<file path="config.mk">
export PLATFORM = sky130hd
export DESIGN_NAME = load_store_unit_flat
export DESIGN_NICKNAME = d
export VERILOG_FILES = /design/src/rtl/load_store_unit_pkg.sv /design/src/rtl/load_store_unit_if.sv /design/src/rtl/load_store_unit_align.sv /design/src/rtl/load_store_unit.sv /design/src/flat_wrapper.sv
export SDC_FILE = /design/constraint.sdc
export NUM_CORES = 1
export LEC_CHECK = 0
export CORE_UTILIZATION = 40
export CTS_CLUSTER_DIAMETER = 30
export DETAILED_ROUTE_END_ITERATION = 6
export GPL_ROUTABILITY_DRIVEN = 0
export GPL_TIMING_DRIVEN = 1
export PLACE_DENSITY = 0.75
export SETUP_SLACK_MARGIN = 0.15
export SYNTH_ARGS = -nofsm -noshare
export SYNTH_HDL_FRONTEND = slang
export SYNTH_HIERARCHICAL = 1
export SYNTH_SLANG_ARGS = --single-unit
</file>
<file path="constraint.sdc">
create_clock -name clk -period 3.9 [get_ports clk]
set_input_delay 0.975 -clock clk [delete_from_list [all_inputs] [get_ports clk]]
set_output_delay 0.975 -clock clk [all_outputs]
set_load 0.01 [all_outputs]
</file>
<file path="src/rtl/load_store_unit_pkg.sv">
// Shared definitions for the RV32I load/store unit: funct3 access-size codes
// and the controller state encoding.
package load_store_unit_pkg;

   localparam logic [2:0] F3_B  = 3'b000;
   localparam logic [2:0] F3_H  = 3'b001;
   localparam logic [2:0] F3_W  = 3'b010;
   localparam logic [2:0] F3_BU = 3'b100;
   localparam logic [2:0] F3_HU = 3'b101;

   typedef enum logic [1:0] {
      S_IDLE  = 2'b00,
      S_REQ   = 2'b01,
      S_DONE  = 2'b10,
      S_FAULT = 2'b11
   } lsu_state_t;

   // Reason recorded when an access ends in the FAULT state.
   typedef enum logic [0:0] {
      FC_MISALIGN = 1'b0,
      FC_TIMEOUT  = 1'b1
   } fault_cause_t;

   // Word-aligned address presented on the memory port.
   function automatic logic [31:0] word_addr(input logic [31:0] byte_addr);
      return {byte_addr[31:2], 2'b00};
   endfunction

endpackage

</file>
<file path="src/rtl/load_store_unit_if.sv">
// Data-memory request/acknowledge port. The LSU is the master; the memory
// (or its model) is the slave and answers with mem_ack/mem_rdata.
interface load_store_unit_if;
   logic        mem_req;
   logic        mem_we;
   logic [31:0] mem_addr;
   logic [31:0] mem_wdata;
   logic [3:0]  mem_be;
   logic [31:0] mem_rdata;
   logic        mem_ack;

   modport master (
      output mem_req, mem_we, mem_addr, mem_wdata, mem_be,
      input  mem_rdata, mem_ack
   );

   modport slave (
      input  mem_req, mem_we, mem_addr, mem_wdata, mem_be,
      output mem_rdata, mem_ack
   );
endinterface

</file>
<file path="src/rtl/load_store_unit_align.sv">
// Byte-lane steering for RV32I loads/stores: byte enables, replicated store
// data, sign/zero-extended load data and the alignment/legality check.
// Purely combinational.
module lsu_align
   import load_store_unit_pkg::*;
(
   input  logic [2:0]  funct3,
   input  logic        is_store,
   input  logic [1:0]  addr_lo,
   input  logic [31:0] wdata,
   input  logic [31:0] mem_rdata,
   output logic [3:0]  be,
   output logic [31:0] wdata_lanes,
   output logic [31:0] rdata_ext,
   output logic        misaligned
);

   logic [31:0] shifted_s;

   // Move the addressed byte/half down to bit 0 so extraction is lane-independent.
   assign shifted_s = mem_rdata >> {addr_lo, 3'b000};

   // Decode access size into lanes, extension and fault flag.
   always_comb begin
      be          = 4'b0000;
      wdata_lanes = 32'h0000_0000;
      rdata_ext   = 32'h0000_0000;
      misaligned  = 1'b0;
      case (funct3)
         F3_B: begin
            be          = 4'b0001 << addr_lo;
            wdata_lanes = {4{wdata[7:0]}};
            rdata_ext   = {{24{shifted_s[7]}}, shifted_s[7:0]};
            misaligned  = 1'b0;
         end
         F3_BU: begin
            be          = 4'b0001 << addr_lo;
            wdata_lanes = {4{wdata[7:0]}};
            rdata_ext   = {24'h00_0000, shifted_s[7:0]};
            misaligned  = is_store;              // no unsigned store form
         end
         F3_H: begin
            be          = 4'b0011 << addr_lo;
            wdata_lanes = {2{wdata[15:0]}};
            rdata_ext   = {{16{shifted_s[15]}}, shifted_s[15:0]};
            misaligned  = addr_lo[0];
         end
         F3_HU: begin
            be          = 4'b0011 << addr_lo;
            wdata_lanes = {2{wdata[15:0]}};
            rdata_ext   = {16'h0000, shifted_s[15:0]};
            misaligned  = addr_lo[0] | is_store;
         end
         F3_W: begin
            be          = 4'b1111;
            wdata_lanes = wdata;
            rdata_ext   = mem_rdata;
            misaligned  = (addr_lo != 2'b00);
         end
         default: begin
            misaligned  = 1'b1;                  // illegal funct3 faults like a misalignment
         end
      endcase
   end

endmodule

</file>
<file path="src/rtl/load_store_unit.sv">
// RV32I load/store unit: takes the ALU effective address, runs one access on
// the req/ack data-memory port and reports completion, misalignment or
// timeout with a one-cycle done pulse. All outputs come straight from flops.
module load_store_unit
   import load_store_unit_pkg::*;
#(
   parameter int TIMEOUT_CYC = 255
)(
   input  logic               clk,
   input  logic               rst,
   input  logic               start,
   input  logic               is_store,
   input  logic [2:0]         funct3,
   input  logic [31:0]        addr,
   input  logic [31:0]        wdata,
   output logic               busy,
   output logic               done,
   output logic [31:0]        rdata,
   output logic               misalign,
   output logic               timeout,
   load_store_unit_if.master  mem
);

   localparam logic [7:0] TIMEOUT_LIM = 8'(TIMEOUT_CYC);

   lsu_state_t   state_r, state_s;
   logic [2:0]   funct3_r, funct3_s;
   logic [1:0]   addr_lo_r, addr_lo_s;
   logic         is_store_r, is_store_s;
   fault_cause_t cause_r, cause_s;
   logic [7:0]   cnt_r, cnt_s;

   logic         busy_r, busy_s;
   logic         done_r, done_s;
   logic [31:0]  rdata_r, rdata_s;
   logic         misalign_r, misalign_s;
   logic         timeout_r, timeout_s;
   logic         mem_req_r, mem_req_s;
   logic         mem_we_r, mem_we_s;
   logic [31:0]  mem_addr_r, mem_addr_s;
   logic [31:0]  mem_wdata_r, mem_wdata_s;
   logic [3:0]   mem_be_r, mem_be_s;

   logic [2:0]   al_funct3_s;
   logic         al_is_store_s;
   logic [1:0]   al_addr_lo_s;
   logic [3:0]   al_be_s;
   logic [31:0]  al_wdata_s;
   logic [31:0]  al_rdata_s;
   logic         al_mis_s;
   logic         cnt_expired_s;

   // Aligner sees the live request while idle (to set up the port) and the
   // latched request afterwards (to extract the returned load data).
   always_comb begin
      if (state_r == S_IDLE) begin
         al_funct3_s   = funct3;
         al_is_store_s = is_store;
         al_addr_lo_s  = addr[1:0];
      end else begin
         al_funct3_s   = funct3_r;
         al_is_store_s = is_store_r;
         al_addr_lo_s  = addr_lo_r;
      end
   end

   lsu_align u_align (
      .funct3      (al_funct3_s),
      .is_store    (al_is_store_s),
      .addr_lo     (al_addr_lo_s),
      .wdata       (wdata),
      .mem_rdata   (mem.mem_rdata),
      .be          (al_be_s),
      .wdata_lanes (al_wdata_s),
      .rdata_ext   (al_rdata_s),
      .misaligned  (al_mis_s)
   );

   // This REQ cycle is the last one allowed without an acknowledge.
   assign cnt_expired_s = (({1'b0, cnt_r} + 9'd1) >= {1'b0, TIMEOUT_LIM});

   // Next-state and next-output decode; pulses default low every cycle.
   always_comb begin
      state_s     = state_r;
      funct3_s    = funct3_r;
      addr_lo_s   = addr_lo_r;
      is_store_s  = is_store_r;
      cause_s     = cause_r;
      cnt_s       = cnt_r;
      busy_s      = busy_r;
      done_s      = 1'b0;
      misalign_s  = 1'b0;
      timeout_s   = 1'b0;
      rdata_s     = rdata_r;
      mem_req_s   = 1'b0;
      mem_we_s    = 1'b0;
      mem_addr_s  = mem_addr_r;
      mem_wdata_s = mem_wdata_r;
      mem_be_s    = mem_be_r;
      case (state_r)
         S_IDLE: begin
            if (start) begin
               funct3_s   = funct3;
               addr_lo_s  = addr[1:0];
               is_store_s = is_store;
               cnt_s      = 8'd0;
               busy_s     = 1'b1;
               if (al_mis_s) begin
                  state_s = S_FAULT;
                  cause_s = FC_MISALIGN;
               end else begin
                  state_s     = S_REQ;
                  mem_req_s   = 1'b1;
                  mem_we_s    = is_store;
                  mem_addr_s  = word_addr(addr);
                  mem_wdata_s = al_wdata_s;
                  mem_be_s    = al_be_s;
               end
            end else begin
               state_s = S_IDLE;
               busy_s  = 1'b0;
            end
         end
         S_REQ: begin
            busy_s = 1'b1;
            if (mem.mem_ack) begin
               state_s = S_DONE;
               done_s  = 1'b1;
               if (!is_store_r) begin
                  rdata_s = al_rdata_s;
               end else begin
                  rdata_s = rdata_r;
               end
            end else if (cnt_expired_s) begin
               state_s = S_FAULT;
               cause_s = FC_TIMEOUT;
               cnt_s   = cnt_r + 8'd1;
            end else begin
               mem_req_s = 1'b1;
               mem_we_s  = is_store_r;
               cnt_s     = cnt_r + 8'd1;
            end
         end
         S_FAULT: begin
            // Completion is reported through the DONE cycle with the cause flag.
            busy_s     = 1'b1;
            state_s    = S_DONE;
            done_s     = 1'b1;
            misalign_s = (cause_r == FC_MISALIGN);
            timeout_s  = (cause_r == FC_TIMEOUT);
         end
         S_DONE: begin
            busy_s  = 1'b0;
            state_s = S_IDLE;
         end
         default: begin
            busy_s  = 1'b0;
            state_s = S_IDLE;
         end
      endcase
   end

   // State, request context and all registered outputs.
   always_ff @(posedge clk or posedge rst) begin
      if (rst) begin
         state_r     <= S_IDLE;
         funct3_r    <= 3'b000;
         addr_lo_r   <= 2'b00;
         is_store_r  <= 1'b0;
         cause_r     <= FC_MISALIGN;
         cnt_r       <= 8'd0;
         busy_r      <= 1'b0;
         done_r      <= 1'b0;
         rdata_r     <= 32'h0000_0000;
         misalign_r  <= 1'b0;
         timeout_r   <= 1'b0;
         mem_req_r   <= 1'b0;
         mem_we_r    <= 1'b0;
         mem_addr_r  <= 32'h0000_0000;
         mem_wdata_r <= 32'h0000_0000;
         mem_be_r    <= 4'b0000;
      end else begin
         state_r     <= state_s;
         funct3_r    <= funct3_s;
         addr_lo_r   <= addr_lo_s;
         is_store_r  <= is_store_s;
         cause_r     <= cause_s;
         cnt_r       <= cnt_s;
         busy_r      <= busy_s;
         done_r      <= done_s;
         rdata_r     <= rdata_s;
         misalign_r  <= misalign_s;
         timeout_r   <= timeout_s;
         mem_req_r   <= mem_req_s;
         mem_we_r    <= mem_we_s;
         mem_addr_r  <= mem_addr_s;
         mem_wdata_r <= mem_wdata_s;
         mem_be_r    <= mem_be_s;
      end
   end

   assign busy          = busy_r;
   assign done          = done_r;
   assign rdata         = rdata_r;
   assign misalign      = misalign_r;
   assign timeout       = timeout_r;
   assign mem.mem_req   = mem_req_r;
   assign mem.mem_we    = mem_we_r;
   assign mem.mem_addr  = mem_addr_r;
   assign mem.mem_wdata = mem_wdata_r;
   assign mem.mem_be    = mem_be_r;

endmodule

</file>
<file path="src/flat_wrapper.sv">
// flat-port wrapper written by rule: the top's interface ports become plain ports
module load_store_unit_flat import load_store_unit_pkg::*;
#(
   parameter int TIMEOUT_CYC = 255
)
  (clk, rst, start, is_store, funct3, addr, wdata, busy, done, rdata, misalign, timeout, mem_mem_req, mem_mem_we, mem_mem_addr, mem_mem_wdata, mem_mem_be, mem_mem_rdata, mem_mem_ack);
  load_store_unit_if mem_i ();
  input  logic clk;
  input  logic rst;
  input  logic start;
  input  logic is_store;
  input  logic [2:0] funct3;
  input  logic [31:0] addr;
  input  logic [31:0] wdata;
  output logic busy;
  output logic done;
  output logic [31:0] rdata;
  output logic misalign;
  output logic timeout;
  output wire logic [$bits(mem_i.mem_req)-1:0] mem_mem_req;
  output wire logic [$bits(mem_i.mem_we)-1:0] mem_mem_we;
  output wire logic [$bits(mem_i.mem_addr)-1:0] mem_mem_addr;
  output wire logic [$bits(mem_i.mem_wdata)-1:0] mem_mem_wdata;
  output wire logic [$bits(mem_i.mem_be)-1:0] mem_mem_be;
  input wire logic [$bits(mem_i.mem_rdata)-1:0] mem_mem_rdata;
  input wire logic [$bits(mem_i.mem_ack)-1:0] mem_mem_ack;
  assign mem_mem_req = mem_i.mem_req;
  assign mem_mem_we = mem_i.mem_we;
  assign mem_mem_addr = mem_i.mem_addr;
  assign mem_mem_wdata = mem_i.mem_wdata;
  assign mem_mem_be = mem_i.mem_be;
  assign mem_i.mem_rdata = mem_mem_rdata;
  assign mem_i.mem_ack = mem_mem_ack;
  load_store_unit #(.TIMEOUT_CYC(TIMEOUT_CYC)) u_core (.clk(clk), .rst(rst), .start(start), .is_store(is_store), .funct3(funct3), .addr(addr), .wdata(wdata), .busy(busy), .done(done), .rdata(rdata), .misalign(misalign), .timeout(timeout), .mem(mem_i));
endmodule
</file>
==> images/layers.png <==
Scale: 3 px per um.
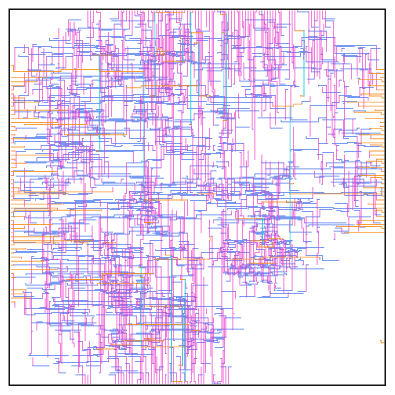
- M4: cyan (wire length 441 um)
- M2: magenta (wire length 8,050 um)
- M3: orange (wire length 1,110 um)
- M1: blue (wire length 6,750 um)

==> images/congestion_map.png <==
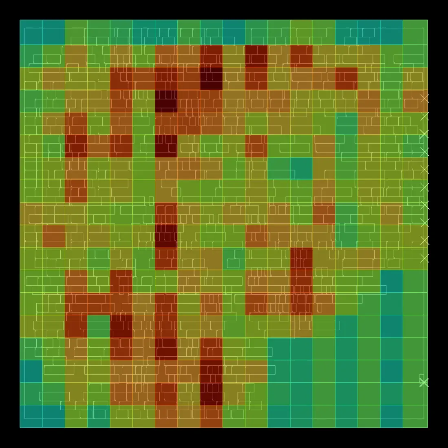
GRT met1 Usage: 0.265
M3 GR Usage: 0.0687
met2 usage: 0.359
drt wl/cell: 18.0 um
Util after Layout: 0.603

==> images/pinout.png <==
Scale: 2 px per um. Pins as bars across the die edge, other pins in grey.
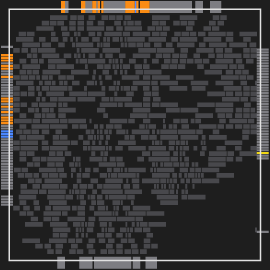
- mem_mem_wdata: orange (pins 32; direction output; edge 19 north, 13 west)
- mem_mem_be: blue (pins 4; direction output; edge 3 west, 1 north)
- timeout: yellow (pins 1; direction output; edge east)

==> images/port_trees.png <==
Scale: 3 px per um.
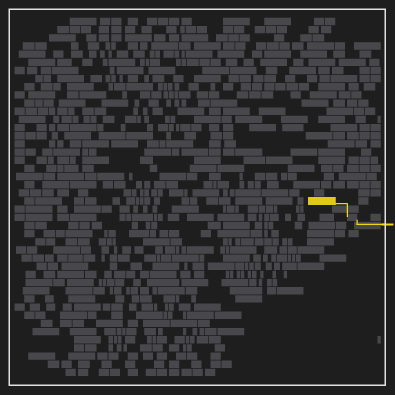
- timeout: yellow (bits 1; direction output; edge east; end cells 1; wire 19.1 um)

==> images/ff_map.png <==
Scale: 2 px per um. Other sequential cells in the stronger grey, the rest of the logic in the fainter grey.
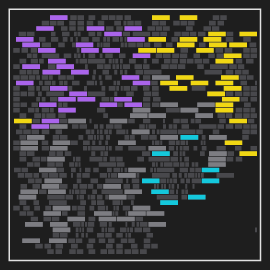
- u_core/mem.mem_wdata: purple (placed flops 32)
- u_core/cnt_r: cyan (placed flops 8)
- u_core/mem.mem_addr: yellow (placed flops 30)

==> flow_summary.toml <==
# synthesis and place-and-route metrics
[setup_path]
crit_top_cell = "mux2_2"
criticalPathCategory = "in -> reg"
crit_path_max_fanout = 16
worstReg2RegStart = "u_core/state_r[1]"
reg2reg_depth = 7
worst-path-stages = 7
slowest_stage = "a211oi_4"
path_buffers = 2
crit_path_max_incr_delay_ps = 650
endpoint_kind = "flip-flop"

[power_and_ir_drop]
power.leakage_nw = 3.74
swShare = 0.348
powerDensity_mw_per_mm2 = 836
internal_power_w = 0.00481
switching_power_w = 0.00257
seq-power_w = 0.00212
ir_drop_mv = 0.380

[finish]
diodes = 0
nets = 822
drive_gt1_frac = 0.236
flop-count = 121
final-clk-cell-share = 0.0681
area_share_nonclk_buffers = 0.244
finalNonFillerCells = 910
layout_top_cells = "207 x clkdlybuf4s50_1, 121 x dfrtp_1, 116 x mux2_2"
register_area_mm2 = 0.00303
layout.area.top_class = "registers"

[final_timing]
finClkSkew_ps = 10.8
setup_violations = 0
rsz0062_at_grt = "no"
tns_ps = 0
timing.final.crit_share = 0.802
hold_ws_ps = 458

[global_route]
grt_usage = 0.219
grt.busiest_layer = "met2"
grt_pass1_wl_mm = 26.9
antenna_found_initial = 0
grt_pass1_vias = 5221
globalRoute.totalOverflow = 0

[logic_synthesis]
async_flop_share = 1.00
adder_share = 0.00414
synth_area_mm2 = 0.00604
netlist.top_cell.by_area = "dfrtp_1"
yosys.stat.seqShare = 0.501
syn_inst = 522
edf_count = 0
ys_seq_elements = 121

[clocking]
ctsHoldBuffers = 0
cts_resized = 0
cts.clk_slew.worst_paths_ps = 60
cts_tree = "built"
post_cts_buffers = 0
cts-buffers-inserted = 17
cts-root-buf = "clkbuf_16"

[hold_path]
hold_depth = 1
hold-path-endpoint = "u_core/misalign"
min_from = "u_core/cause_r"

[drt]
drt-initial-drc-count = 296
antenna_left = 0
route.detailed.drc = 23

[die]
initCoreUtil = 0.412

[run_status]
status = "finished, violations left"
violations = "design-rule violations"

[flow_run]
warning_count = 27

[place]
io_buffer_count = 207
dpl_cell_area_mm2 = 0.00822
## metal layers
| layer | vias to the layer above | wire (um) |
|---|---|---|
| met2 | 186 | 8050 |
| li1 | 2246 | - |
| met1 | 2455 | 6750 |
| met5 | - | 0 |
| met3 | 34 | 1110 |
| met4 | 0 | 441 |
## flip-flops by register name (all words and copies together), names as in the netlist, 2 cells and up
name and count:
u_core/addr_lo_r 2, u_core/mem.mem_be 4, u_core/state_r 2, u_core/mem.mem_wdata 32, u_core/mem.mem_addr 30, u_core/rdata 32
u_core/funct3_r 3, u_core/cnt_r 8
## cells by family (layout without fill, tap and decap cells)
logic type                 Yosys count  after routing
muxes                              119            119
xor gates and xnor gates             2              2
other                                1              2
buffers and inverters               44            247
adders and majority gates            2              2
AOI/OAI and AO/OA                  124            124
and+or+nand+nor                    109            109
DFF                                121            121
